$ cat src/rtl/div.sv
// Signed 32-bit restoring divider; divStop pulses 33 cycles after an accepted start.
// Optional zero-divisor exception build: define DIV_ZERO_EXC_EN to add the divZero flag.
module div (
  input  logic        clk,
  input  logic        reset,
  input  logic [31:0] value_A_Dd,
  input  logic [31:0] value_B_Ds,
  input  logic        divInit,
  output logic [31:0] hi,
  output logic [31:0] lo,
`ifdef DIV_ZERO_EXC_EN
  output logic        divZero,
`endif
  output logic        divStop
);

  typedef enum logic [1:0] {IDLE, CALC, DONE} state_t;

  state_t      state, state_nxt;
  logic [5:0]  cnt;
  logic [32:0] rem;
  logic [31:0] quo;
  logic [31:0] mag_b;
  logic        neg_q;
  logic        neg_r;

  logic [31:0] mag_a_in;
  logic [31:0] mag_b_in;
  logic [32:0] rem_sh;
  logic [33:0] trial;
  logic        keep;
  logic        last_iter;

  assign mag_a_in = value_A_Dd[31] ? (~value_A_Dd + 32'd1) : value_A_Dd;
  assign mag_b_in = value_B_Ds[31] ? (~value_B_Ds + 32'd1) : value_B_Ds;

  // Shift {R,Q} left one bit and try subtracting the divisor magnitude.
  assign rem_sh    = {rem[31:0], quo[31]};
  assign trial     = {1'b0, rem_sh} - {2'b00, mag_b};
  assign keep      = rem[32] | ~trial[33];
  assign last_iter = (cnt == 6'd32);

`ifdef DIV_ZERO_EXC_EN
  logic b_zero;
  assign b_zero = (value_B_Ds == 32'd0);
`endif

  always_comb begin
    state_nxt = state;
    case (state)
      IDLE: begin
        if (divInit) begin
`ifdef DIV_ZERO_EXC_EN
          state_nxt = b_zero ? DONE : CALC;
`else
          state_nxt = CALC;
`endif
        end
      end
      CALC:    if (last_iter) state_nxt = DONE;
      DONE:    state_nxt = IDLE;
      default: state_nxt = IDLE;
    endcase
  end

  assign divStop = (state == DONE);

  always_ff @(posedge clk) begin
    if (reset) begin
      state   <= IDLE;
      cnt     <= 6'd0;
      rem     <= 33'd0;
      quo     <= 32'd0;
      mag_b   <= 32'd0;
      neg_q   <= 1'b0;
      neg_r   <= 1'b0;
      hi      <= 32'd0;
      lo      <= 32'd0;
`ifdef DIV_ZERO_EXC_EN
      divZero <= 1'b0;
`endif
    end else begin
      state <= state_nxt;
      case (state)
        IDLE: begin
          if (divInit) begin
            cnt   <= 6'd0;
            rem   <= 33'd0;
            quo   <= mag_a_in;
            mag_b <= mag_b_in;
            neg_q <= value_A_Dd[31] ^ value_B_Ds[31];
            neg_r <= value_A_Dd[31];
`ifdef DIV_ZERO_EXC_EN
            divZero <= b_zero;
            if (b_zero) begin
              hi <= 32'd0;
              lo <= 32'd0;
            end
`endif
          end
        end
        CALC: begin
          // Results reach the outputs only once, on the edge that enters DONE.
          if (last_iter) begin
            lo <= neg_q ? (~quo + 32'd1) : quo;
            hi <= neg_r ? (~rem[31:0] + 32'd1) : rem[31:0];
          end else begin
            rem <= keep ? trial[32:0] : rem_sh;
            quo <= {quo[30:0], keep};
            cnt <= cnt + 6'd1;
          end
        end
        default: ;
      endcase
    end
  end

endmodule

$ cat config.mk
export PLATFORM = sky130hd
export DESIGN_NAME = div
export DESIGN_NICKNAME = d
export VERILOG_FILES = /design/src/rtl/div.sv
export SDC_FILE = /design/constraint.sdc
export NUM_CORES = 1
export LEC_CHECK = 0
export CAP_MARGIN = 20
export CORE_ASPECT_RATIO = 0.9
export CORE_UTILIZATION = 58
export CTS_BUF_LIST = sky130_fd_sc_hd__clkbuf_4
export CTS_CLUSTER_DIAMETER = 50
export CTS_CLUSTER_SIZE = 25
export DETAILED_ROUTE_END_ITERATION = 16
export GPL_ROUTABILITY_DRIVEN = 0
export HOLD_SLACK_MARGIN = 0.03
export PLACE_DENSITY = 0.83
export SYNTH_ARGS = -nofsm -noshare
export SYNTH_HDL_FRONTEND = slang
export SYNTH_SLANG_ARGS = --single-unit
$ cat constraint.sdc
create_clock -name clk -period 3.4 [get_ports clk]
set_input_delay 0.68 -clock clk [delete_from_list [all_inputs] [get_ports clk]]
set_output_delay 0.68 -clock clk [all_outputs]
set_load 0.05 [all_outputs]
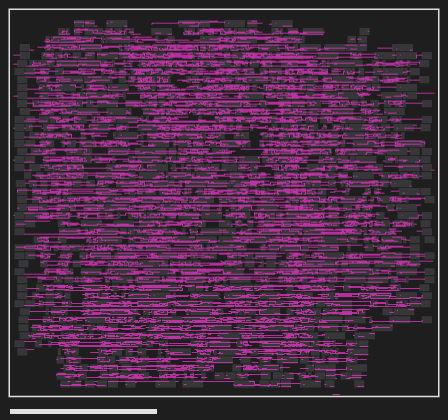
met1.png
Scale bar: 50 µm. Cells faint in the background.
The longest straight run is 61.4 µm. The layer holds 48% of the routed length.

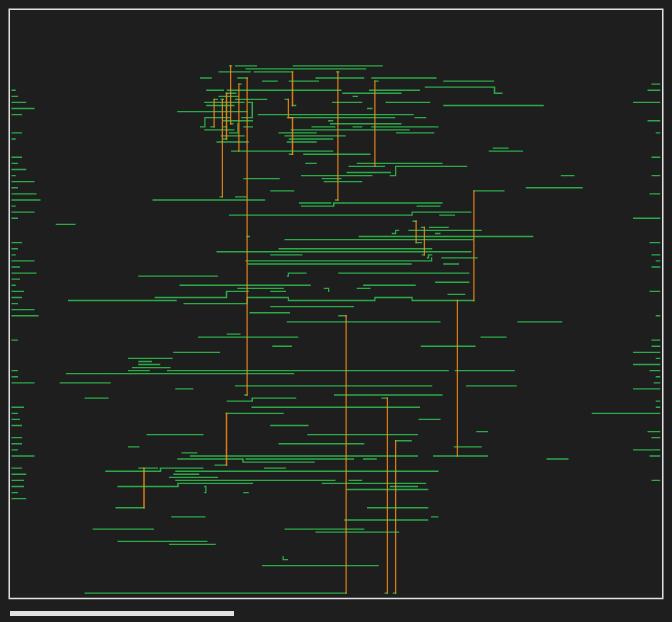
metal_stack.png
Scale bar: 50 µm. Two of the layers only.
Orange marks met4, wire length 435 µm. Green marks met3, wire length 2,630 µm.

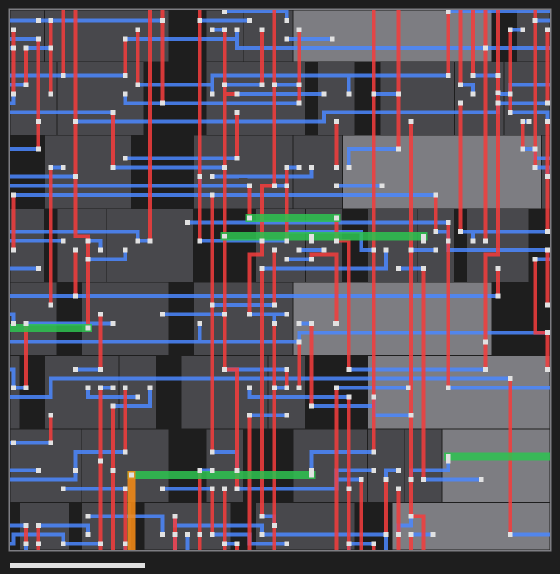
zoom.png
Scale bar: 5 µm. Region (99, 88) to (119, 108) µm. Cells in gray, sequential cells in the stronger gray; small squares are vias.
Red marks met2. Green marks met3. Orange marks met4. Blue marks met1.
45 logic cells have their middle in the window. Sequential cells in the window: 6. Most frequent: nand2_1 (9), o21ai_0 (7), dfxtp_1 (6). Netlist names of flops here include `rem` (6).

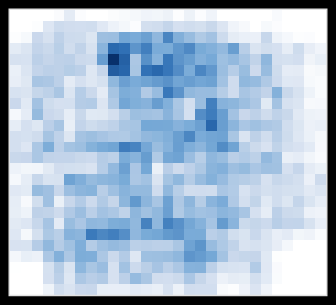
wire_density.png
The die is cut into 29 by 26 equal tiles; white is low, dark blue is high, scaled to the fullest tile. Values are wire area over tile area, all layers added.
The mean over all tiles is 0.24. 12% of the tiles are over half the peak. The emptiest ninth of the die: south-east.

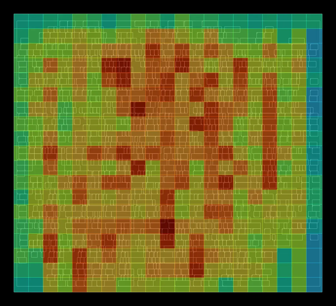
final_congestion.png
Most Crowded Layer GR: met1
met3 usage: 4.86%
met1 usage: 45.1%
met2 usage: 41.1%
final core utilization: 71.0%

==> impl_metrics.tcl <==
# implementation run metrics
set metrics [dict create \
    cts_resized 0 \
    wl_per_cell_um 16.2 \
    setup_viol 0 \
    die_area_um2 19100 \
    vias 10500 \
    warnings 29 \
    cts_tree "yes" \
    worstPathMaxFanout 14 \
    worst_slack_ps 333 \
    pin_count 132 \
    nNetsFinal 1589 \
    required_ps 3880 \
    crit_path_max_incr_delay_ps 500 \
    yosysChipArea_um2 10700 \
    irDropWorstVdd_mv 0.874 \
    hold_viol 0 \
    status "finished, final reports clean" \
    drt-total-wl_um 28100 \
    die_w_um 145 \
    cts.sinks 171 \
    fin_skew_ps 36.2 \
    power_density_nw_per_um2 832 \
    whs_ps 463 \
    fp_nets 1482 \
    cts_max_level 4 \
    die_h_um 131 \
    rows 46 \
    post-synth-top-count-cell "nor2_1" \
    ys_cells 1376 \
    startpoint_type "flip-flop" \
    grt_start_max_net_pins 120 \
    syn-cell-area_um2 10700 \
    antenna_found_initial 1 \
    grt_util_all_layers_pct 29.3 \
    cp_cell_sequence "inv_1, ha_1, a21o_1, a21o_1, a221oi_1, o221ai_1, a31oi_1, o211a_1, nor4_1, a211o_1" \
    worstMarginPinSlew_ps 916 \
    first_global_vias 8934 \
    cap_violations 0 \
    common_cells "184 x nor2_1, 171 x dfxtp_1, 125 x nand2_1, 110 x a211oi_1, 101 x xor2_1" \
    rsz0062_at_grt "no" \
    fmax_mhz 326 \
    viasPerCell 6.07 \
    io_buffers 131 \
    hp-class "reg -> reg" \
    placedInstanceArea_um2 12400 \
    highest_layer "met4" \
    ys.flops 171 \
    initial_core_util_pct 60.0 \
    maxSlewHeadroom_pct 38.9 \
    wirelength_met1_um 13400 \
    worstSetupEndpointType "flip-flop" \
    syn_to_final_growth_pct 18.2 \
    root_buffer "clkbuf_4" \
    avgSynthCellArea_um2 7.81 \
    wl_met3_um 2630 \
    seq_area_frac_synth_pct 31.9 \
    p_leak_uw 0.00471 \
    fin_crit_ps 3070 \
    crit_type "reg -> reg" \
    dominantRegCellSynth "dfxtp_1" \
    critPathArrivalTime_ps 3540 \
    cts_inserted_buffers 17 \
    coreArea_um2 17900 \
    cts_post_setup_buffers_inserted 0 \
    synth.distinct_cells 69 \
    synthArstFlopShare_pct 0 \
    cts_hold_buf 0 \
    finalSetupTns_ps 0 \
    synth_cells 1376 \
    hpwl_um 21100 \
    yosys.area.top_type_share_pct 31.9 \
]
==> metrics by stage <==
step	instances	power, µW
6_report	1736	10600
3_5_place_dp	1703	9050
3_3_place_gp	1703	8930
5_1_grt	1736	11300
2_1_floorplan	1376	7550
4_1_cts	1734	10400
==> state kept, by name, summed over array words and instances (netlist names) <==
name   flops
lo        32
cnt        6
neg_r      1
rem       33
hi        32
mag_b     32
quo       32
state      2
neg_q      1
==> path summary, 6_finish.rpt <==
kind / start / end / slack (ps) / depth (start not counted)
setup / recovery: mag_b[22] / rem[19] / 330 / 10
hold / removal: mag_b[15] / mag_b[15] / 460 / 2
setup reg to reg: mag_b[22] / rem[19] / 330 / 10
hold reg to reg: mag_b[15] / mag_b[15] / 460 / 2
==> final cells by class <==
class,count,area (µm²)
Antenna cell,1,2.50
Clock buffer,19,143
Clock inverter,12,174
Fill cell,1448,5200
Inverter,52,195
Multi-Input combinational cell,1067,6810
Sequential cell,171,3420
Tap cell,240,300
Timing Repair Buffer,174,1650
==> where the power goes <==
group / leakage (µW) / switching (µW) / internal (µW)
clock network: 0.000162 / 724 / 592
logic: 0.00316 / 3940 / 2680
registers: 0.00139 / 395 / 2250
total: 0.00471 / 5060 / 5520
==> metal layers <==
metal	global-route usage [%]	vias to the layer above
met3	4.86	43
met1	45.1	4811
met2	41.1	471
met4	8.42	0
met5	0	-
li1	-	5212
==> worst reg2reg max path, delay by kind of cell, from the launching register on <==
family          cells  cell delay (ps)
compound gates      7             1980
fa+ha+maj           1              410
flops               1              370
simple gates        1              130
buf+inv             1               80
==> cell families (layout without fill, tap and decap cells) <==
kind of cell,count (synthesis),in the layout,share of synthesized area (%)
and+or+nand+nor,476,476,20.5
AOI/OAI and AO/OA,391,391,24.7
DFF,171,171,31.9
buffers and inverters,138,257,4.88
xor gates and xnor gates,137,137,11.2
adders and majority gates,39,39,4.61
muxes,24,24,2.24
other,0,1,0
==> cells in the final DEF, fill, tap and decap left out, drive strengths merged, types with 9 or more instances in the layout <==
| cell | n |
|---|---|
| o31ai | 32 |
| o21ai | 74 |
| nor3 | 27 |
| xor2 | 101 |
| a211oi | 110 |
| o21a | 9 |
| nor2b | 10 |
| inv | 51 |
| nand4 | 9 |
| nor4 | 18 |
| buf | 44 |
| dfxtp | 171 |
| nand2b | 11 |
| or4 | 16 |
| clkbuf | 19 |
| nor2 | 184 |
| nand3 | 28 |
| and3 | 11 |
| a21oi | 76 |
| xnor2 | 36 |
| or3 | 15 |
| clkdlybuf4s50 | 130 |
| ha | 38 |
| o211ai | 14 |
| o41ai | 19 |
| mux2i | 24 |
| nand2 | 125 |
No activity file was given, so power comes from the tool's default toggle rates.
